## config.mk

```make
export PLATFORM = sky130hd
export DESIGN_NAME = uart_tx_pbuf
export DESIGN_NICKNAME = d
export VERILOG_FILES = /design/src/rtl/uart_tx_pbuf.sv
export SDC_FILE = /design/constraint.sdc
export NUM_CORES = 1
export LEC_CHECK = 0
export ABC_AREA = 1
export ABC_CLOCK_PERIOD_IN_PS = 5300
export CAP_MARGIN = 30
export CORE_UTILIZATION = 66
export DETAILED_ROUTE_END_ITERATION = 12
export HOLD_SLACK_MARGIN = 0.12
export PLACE_DENSITY = 0.85
export SETUP_SLACK_MARGIN = 0.4
export SLEW_MARGIN = 25
export SYNTH_ARGS = -nofsm -noshare
export SYNTH_HDL_FRONTEND = slang
export SYNTH_SLANG_ARGS = --single-unit
```

## constraint.sdc

```tcl
create_clock -name clk_3125 -period 5.3 [get_ports clk_3125]
set_input_delay 1.325 -clock clk_3125 [delete_from_list [all_inputs] [get_ports clk_3125]]
set_output_delay 1.325 -clock clk_3125 [all_outputs]
set_load 0.05 [all_outputs]
```

## src/rtl/uart_tx_pbuf.sv

```systemverilog
// rtl/uart_tx_pbuf.sv - UART transmitter fed by a parameterised write FIFO
// Outputs are registered from the current FSM state, so tx trails the state by one cycle.
module uart_tx_pbuf #(
  parameter int DATA_W       = 8,
  parameter int DEPTH        = 16,
  parameter int CLKS_PER_BIT = 4,
  parameter int AF_THRESH    = DEPTH - 2
) (
  input  logic                       clk_3125,
  input  logic                       reset,
  input  logic                       wr_en,
  input  logic [DATA_W-1:0]          wr_data,
  input  logic                       parity_en,
  input  logic                       parity_type,
  input  logic                       two_stop,
  input  logic                       ovf_clr,
  output logic                       tx,
  output logic                       busy,
  output logic                       tx_done,
  output logic                       full,
  output logic                       empty,
  output logic                       almost_full,
  output logic [$clog2(DEPTH):0]     count,
  output logic                       overflow
);

  localparam int AW    = $clog2(DEPTH);
  localparam int CW    = AW + 1;
  localparam int CLK_W = (CLKS_PER_BIT > 1) ? $clog2(CLKS_PER_BIT) : 1;

  localparam logic [2:0] IDLE   = 3'd0;
  localparam logic [2:0] START  = 3'd1;
  localparam logic [2:0] DATA   = 3'd2;
  localparam logic [2:0] PARITY = 3'd3;
  localparam logic [2:0] STOP   = 3'd4;

  logic [DATA_W-1:0] mem_q [DEPTH];
  logic [AW-1:0]     wr_ptr_q, wr_ptr_d, rd_ptr_q, rd_ptr_d;
  logic [CW-1:0]     count_q, count_d;
  logic              full_q, full_d, empty_q, empty_d, af_q, af_d;
  logic              overflow_q, overflow_d;
  logic [2:0]        state_q, state_d;
  logic [CLK_W-1:0]  clk_cnt_q, clk_cnt_d;
  logic [3:0]        bit_cnt_q, bit_cnt_d;
  logic [DATA_W-1:0] shreg_q, shreg_d;
  logic              par_en_q, par_en_d, par_bit_q, par_bit_d, two_stop_q, two_stop_d;
  logic              tx_q, tx_d, busy_q, busy_d, tx_done_q, tx_done_d;
  logic              wr_accept, pop, bit_end, frame_end;
  logic [DATA_W-1:0] head;

  always_comb begin
    head      = mem_q[rd_ptr_q];
    wr_accept = wr_en & ~full_q;
    bit_end   = (clk_cnt_q == CLK_W'(CLKS_PER_BIT - 1));
    frame_end = (state_q == STOP) && bit_end && (bit_cnt_q == {3'b000, two_stop_q});
    // Popping at the final stop cycle gives back-to-back frames with no idle gap.
    pop       = ~empty_q & ((state_q == IDLE) | frame_end);

    wr_ptr_d = wr_accept ? wr_ptr_q + AW'(1) : wr_ptr_q;
    rd_ptr_d = pop ? rd_ptr_q + AW'(1) : rd_ptr_q;
    case ({wr_accept, pop})
      2'b10:   count_d = count_q + CW'(1);
      2'b01:   count_d = count_q - CW'(1);
      default: count_d = count_q;
    endcase
    full_d  = (count_d == CW'(DEPTH));
    empty_d = (count_d == CW'(0));
    af_d    = (count_d >= CW'(AF_THRESH));

    if (wr_en && full_q)
      overflow_d = 1'b1;
    else if (ovf_clr)
      overflow_d = 1'b0;
    else
      overflow_d = overflow_q;
  end

  always_comb begin
    state_d    = state_q;
    clk_cnt_d  = clk_cnt_q;
    bit_cnt_d  = bit_cnt_q;
    shreg_d    = shreg_q;
    par_en_d   = par_en_q;
    par_bit_d  = par_bit_q;
    two_stop_d = two_stop_q;

    if (pop) begin
      state_d    = START;
      clk_cnt_d  = '0;
      bit_cnt_d  = '0;
      shreg_d    = head;
      par_en_d   = parity_en;
      par_bit_d  = (^head) ^ parity_type;
      two_stop_d = two_stop;
    end else begin
      case (state_q)
        START: begin
          if (bit_end) begin
            clk_cnt_d = '0;
            bit_cnt_d = '0;
            state_d   = DATA;
          end else begin
            clk_cnt_d = clk_cnt_q + CLK_W'(1);
          end
        end
        DATA: begin
          if (bit_end) begin
            clk_cnt_d = '0;
            shreg_d   = shreg_q >> 1;
            if (bit_cnt_q == 4'(DATA_W - 1)) begin
              bit_cnt_d = '0;
              state_d   = par_en_q ? PARITY : STOP;
            end else begin
              bit_cnt_d = bit_cnt_q + 4'd1;
            end
          end else begin
            clk_cnt_d = clk_cnt_q + CLK_W'(1);
          end
        end
        PARITY: begin
          if (bit_end) begin
            clk_cnt_d = '0;
            bit_cnt_d = '0;
            state_d   = STOP;
          end else begin
            clk_cnt_d = clk_cnt_q + CLK_W'(1);
          end
        end
        STOP: begin
          if (bit_end) begin
            clk_cnt_d = '0;
            if (frame_end)
              state_d = IDLE;
            else
              bit_cnt_d = bit_cnt_q + 4'd1;
          end else begin
            clk_cnt_d = clk_cnt_q + CLK_W'(1);
          end
        end
        default: state_d = IDLE;
      endcase
    end

    case (state_q)
      START:   tx_d = 1'b0;
      DATA:    tx_d = shreg_q[0];
      PARITY:  tx_d = par_bit_q;
      default: tx_d = 1'b1;
    endcase
    busy_d    = (state_q != IDLE);
    tx_done_d = frame_end;
  end

  always_ff @(posedge clk_3125) begin
    if (wr_accept)
      mem_q[wr_ptr_q] <= wr_data;
  end

  always_ff @(posedge clk_3125 or negedge reset) begin
    if (!reset) begin
      wr_ptr_q   <= '0;
      rd_ptr_q   <= '0;
      count_q    <= '0;
      full_q     <= 1'b0;
      empty_q    <= 1'b1;
      af_q       <= 1'b0;
      overflow_q <= 1'b0;
      state_q    <= IDLE;
      clk_cnt_q  <= '0;
      bit_cnt_q  <= '0;
      shreg_q    <= '0;
      par_en_q   <= 1'b0;
      par_bit_q  <= 1'b0;
      two_stop_q <= 1'b0;
      tx_q       <= 1'b1;
      busy_q     <= 1'b0;
      tx_done_q  <= 1'b0;
    end else begin
      wr_ptr_q   <= wr_ptr_d;
      rd_ptr_q   <= rd_ptr_d;
      count_q    <= count_d;
      full_q     <= full_d;
      empty_q    <= empty_d;
      af_q       <= af_d;
      overflow_q <= overflow_d;
      state_q    <= state_d;
      clk_cnt_q  <= clk_cnt_d;
      bit_cnt_q  <= bit_cnt_d;
      shreg_q    <= shreg_d;
      par_en_q   <= par_en_d;
      par_bit_q  <= par_bit_d;
      two_stop_q <= two_stop_d;
      tx_q       <= tx_d;
      busy_q     <= busy_d;
      tx_done_q  <= tx_done_d;
    end
  end

  assign tx          = tx_q;
  assign busy        = busy_q;
  assign tx_done     = tx_done_q;
  assign full        = full_q;
  assign empty       = empty_q;
  assign almost_full = af_q;
  assign count       = count_q;
  assign overflow    = overflow_q;

endmodule

```

**M1 wires**

Drawn at 4 px/um.
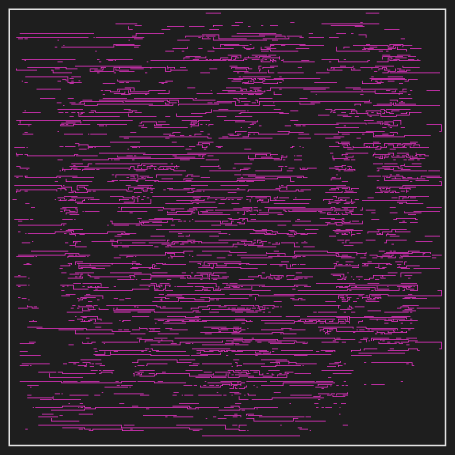
main direction: horizontal
share of all routed wire: 39%
met1 usage: 0.370
via count: 5318
aggregate routed wire length: 16300 um

**A small window of the routed layout**

Region (15, 69) to (40, 94) um. Cells in gray, sequential cells in the stronger gray; small squares are vias.
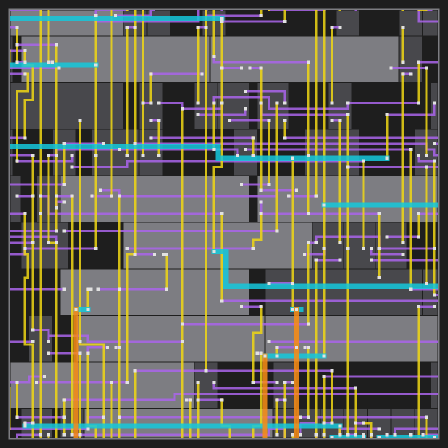
[yellow] met2
[cyan] met3
[orange] met4
[purple] met1
cells with their middle in the window: 48
netlist names of flops here include: `mem_q` (11)
most frequent: nor2_1 (12), nand2_1 (11), edfxtp_1 (11)
sequential cells in the window: 11

**Routing congestion**

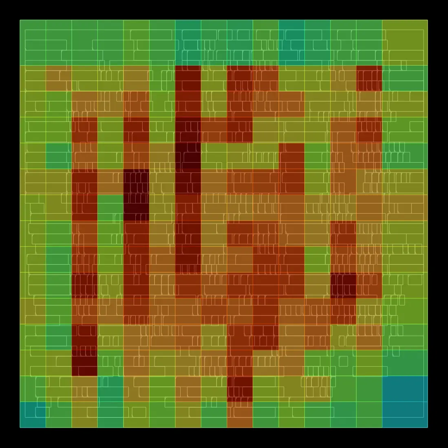
GR Layer Usage met2: 0.511
Core Util, Final: 0.768
global-route track usage on met3: 0.0646
wire length per cell after detailed routing: 17.7 um

**Drive-strength map**

Drawn at 3 px/um.
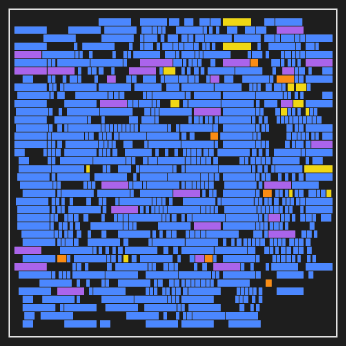
[yellow] drive 2 | cells: 14 | share: 1.8% | most used: inv_2
[orange] drive 3 to 4 | cells: 7 | share: 0.90%
[blue] drive 1 or less | cells: 734 | share: 94% | most used: nand2_1
[purple] drive 6 and up | cells: 27 | share: 3.5% | most used: clkbuf_16

**Placed cells, one color a class**

Drawn at 3 px/um.
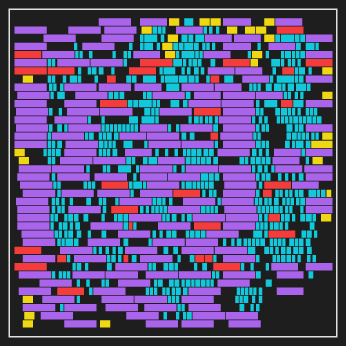
[cyan] all other logic | cells: 554
[purple] flops | cells: 168
[red] clock drivers and dummy loads | cells: 32
[yellow] other buffers and delay cells | cells: 28
Core Region: 0.0110 mm^2
share of the final layout cell area in sequential cells: 0.575
Final Cell Area: 0.00843 mm^2
row cnt: 38

==> results.tsv <==
stage	metric	value	unit
synthesis	synth.yosys.chip_area	0.00751	mm^2
synthesis	topCombFamilyByArea	simple AND/OR/NAND/NOR gates	
final_timing	finalClockPeriodUsage	0.729	
hold_path	hold_path.class	flop to flop	
grt	grt_max_degree	74	
route	drc	0	
place	detailedPlace.worstSlack	1.01	ns
hold_path	hp-start	two_stop_q$_DFFE_PN0N_	
final_timing	timing.final.hold_violations	0	
place	placed_cell_area	0.00780	mm^2
final_timing	hold_ws	0.511	ns
pwr	top_power_group	combinational cells	
final_timing	post-route-worst-setup-slack	1.43	ns
synthesis	synth.mux.area_fraction	0.00150	
clock_network	cts.clk_slew.worst_paths	0.06	ns
layout	fill_cells	670	
pwr	p_seq	1.86	mW
worst_setup_path	critPathCaptureType	flop	
layout	non_filler_instances	922	
synthesis	async_reset_ff_frac	0.238	
clock_network	clock_sinks	168	
place	place.detailed.instances	889	
final_timing	final.setup.tns	0	ns
final_timing	grt_setup_unrepaired	no	
route	drtAntennaViolNets	0	
final_timing	period_minus_slack	3.87	ns
worst_setup_path	crit_path_start	wr_en	
clock_network	cts_setup_buffers	0	
synthesis	ys_warn_count	0	
synthesis	compound_share_synth	0.0538	
floorplan	ios	27	
worst_setup_path	worstPathArrival	4.24	ns
grt	grt_first_pass_wirelength	25500	um
place	global_placer_s_final_weighted_congestion	0.874	
layout	synthToLayoutAreaGrowth	12.2	%
worst_setup_path	cp-start-kind	input port	
hold_path	hold_depth	2	
layout	n_antenna_cell	0	
layout	largest_reg_flops	128	
clock_network	htree_num_levels	4	
pwr	p_per_area	624	mW/mm^2
final_timing	timing.final.max_slew_violations	0	
pwr	combinationalPowerShare	0.402	
route	route.layer.met1.wl	6390	um
synthesis	ys_seq_share	0.645	
grt	grt_total_usage	0.300	
clock_network	cts_root_buffer	clkbuf_16	
route	top_layer_used	met4	
clock_network	numCtsBuffers	17	
worst_setup_path	reg2reg_to	empty$_DFF_PN1_	
pwr	max-vdd-ir-drop	0.614	mV
worst_setup_path	r2r_setup_slack	1.94	ns
final_timing	setup_viol	0	
clock_network	tritoncts_clock_tree	built	
synthesis	post-synth-top-area-fraction	0.511	
place	buffer_ports.inserted	26	
layout	layout_top_cell	nand2_1	
floorplan	die-width	109	um
synthesis	xor_share	0.0163	
route	initialDrtViolationCount	589	
synthesis	synthDominantAreaCellType	edfxtp_1	
synthesis	ff_type	edfxtp_1	
final_timing	max_clock_freq	259	MHz
synthesis	yosysUniqueCellTypes	36	
synthesis	adder_share	0.0167	
grt	globalRoute.busiestLayer	met2	
route	drt_first_pass_iters	5	
grt	first_global_vias	5223	
synthesis	synth_top_cell_by_count	nand2_1	
run	max_cap_violations	0	
pwr	total_power_consumption_of_the_routed_design	5.26	mW
worst_setup_path	crit_path_end	empty$_DFF_PN1_	
worst_setup_path	reg2reg_depth	16	
worst_setup_path	setup.worst_path.class	input port to flop	
layout	most-common-layout-cells	nand2_1 (198), edfxtp_1 (128), inv_1 (87), nand3_1 (80), nor2_1 (74)	
clock_network	ctsHoldBuffers	0	
synthesis	synth.cell_area	0.00751	mm^2
pwr	power_switching	2.19	mW
floorplan	die_height	109	um
synthesis	synth.top_cells.by_area	edfxtp_1 (51%), dfrtp_1 (13%), nand2_1 (9.9%)	
layout	nNetsFinal	794	
clock_network	clock_insertion_delay_worst_skew	0.44	ns
final_timing	final.setup_skew	0.0100	ns
worst_setup_path	critical_path.reg2reg.startpoint	clk_cnt_q[0]$_DFFE_PN0P_	
layout	drive_gt1_frac	0.0614	
pwr	leakage	3.55	nW
worst_setup_path	critical_path_peak_fanout	9	
grt	global_route.overflow_total	0	
pwr	comb_power	2.11	mW
status	run_status	finished clean	
synthesis	syn-num-nets	775	
synthesis	yosysCellCount	750	
hold_path	whs_endpoint	two_stop_q$_DFFE_PN0N_	
route	wl_met3	1170	um
route	vias_per_cell	5.77	
pwr	intPower	3.07	mW
synthesis	netlist_top_cells_count	nand2_1 (198), edfxtp_1 (128), inv_1 (87)	
final cells by class:
class	instances	area, um^2	area share
multi-input combinational	461	2160	0.256
clock buffer	17	425	0.0504
tap	140	175	0.0208
inverter	93	352	0.0417
timing repair buffer	28	283	0.0335
clock inverter	15	191	0.0227
sequential	168	4850	0.575
worst max-delay path, cell delays in order:
cell and delay, ns:
clkdlybuf4s50_1 0.47, inv_1 0.04, nor2_1 0.41, inv_1 0.13, ha_1 0.30, xor2_1 0.22
ha_1 0.17, a21oi_1 0.05, or2_1 0.27, o21ai_2 0.16, a21oi_1 0.08, o21ai_1 0.10
xor2_1 0.26, inv_1 0.12, nor2_1 0.12
No activity file was given, so power comes from the tool's default toggle rates.
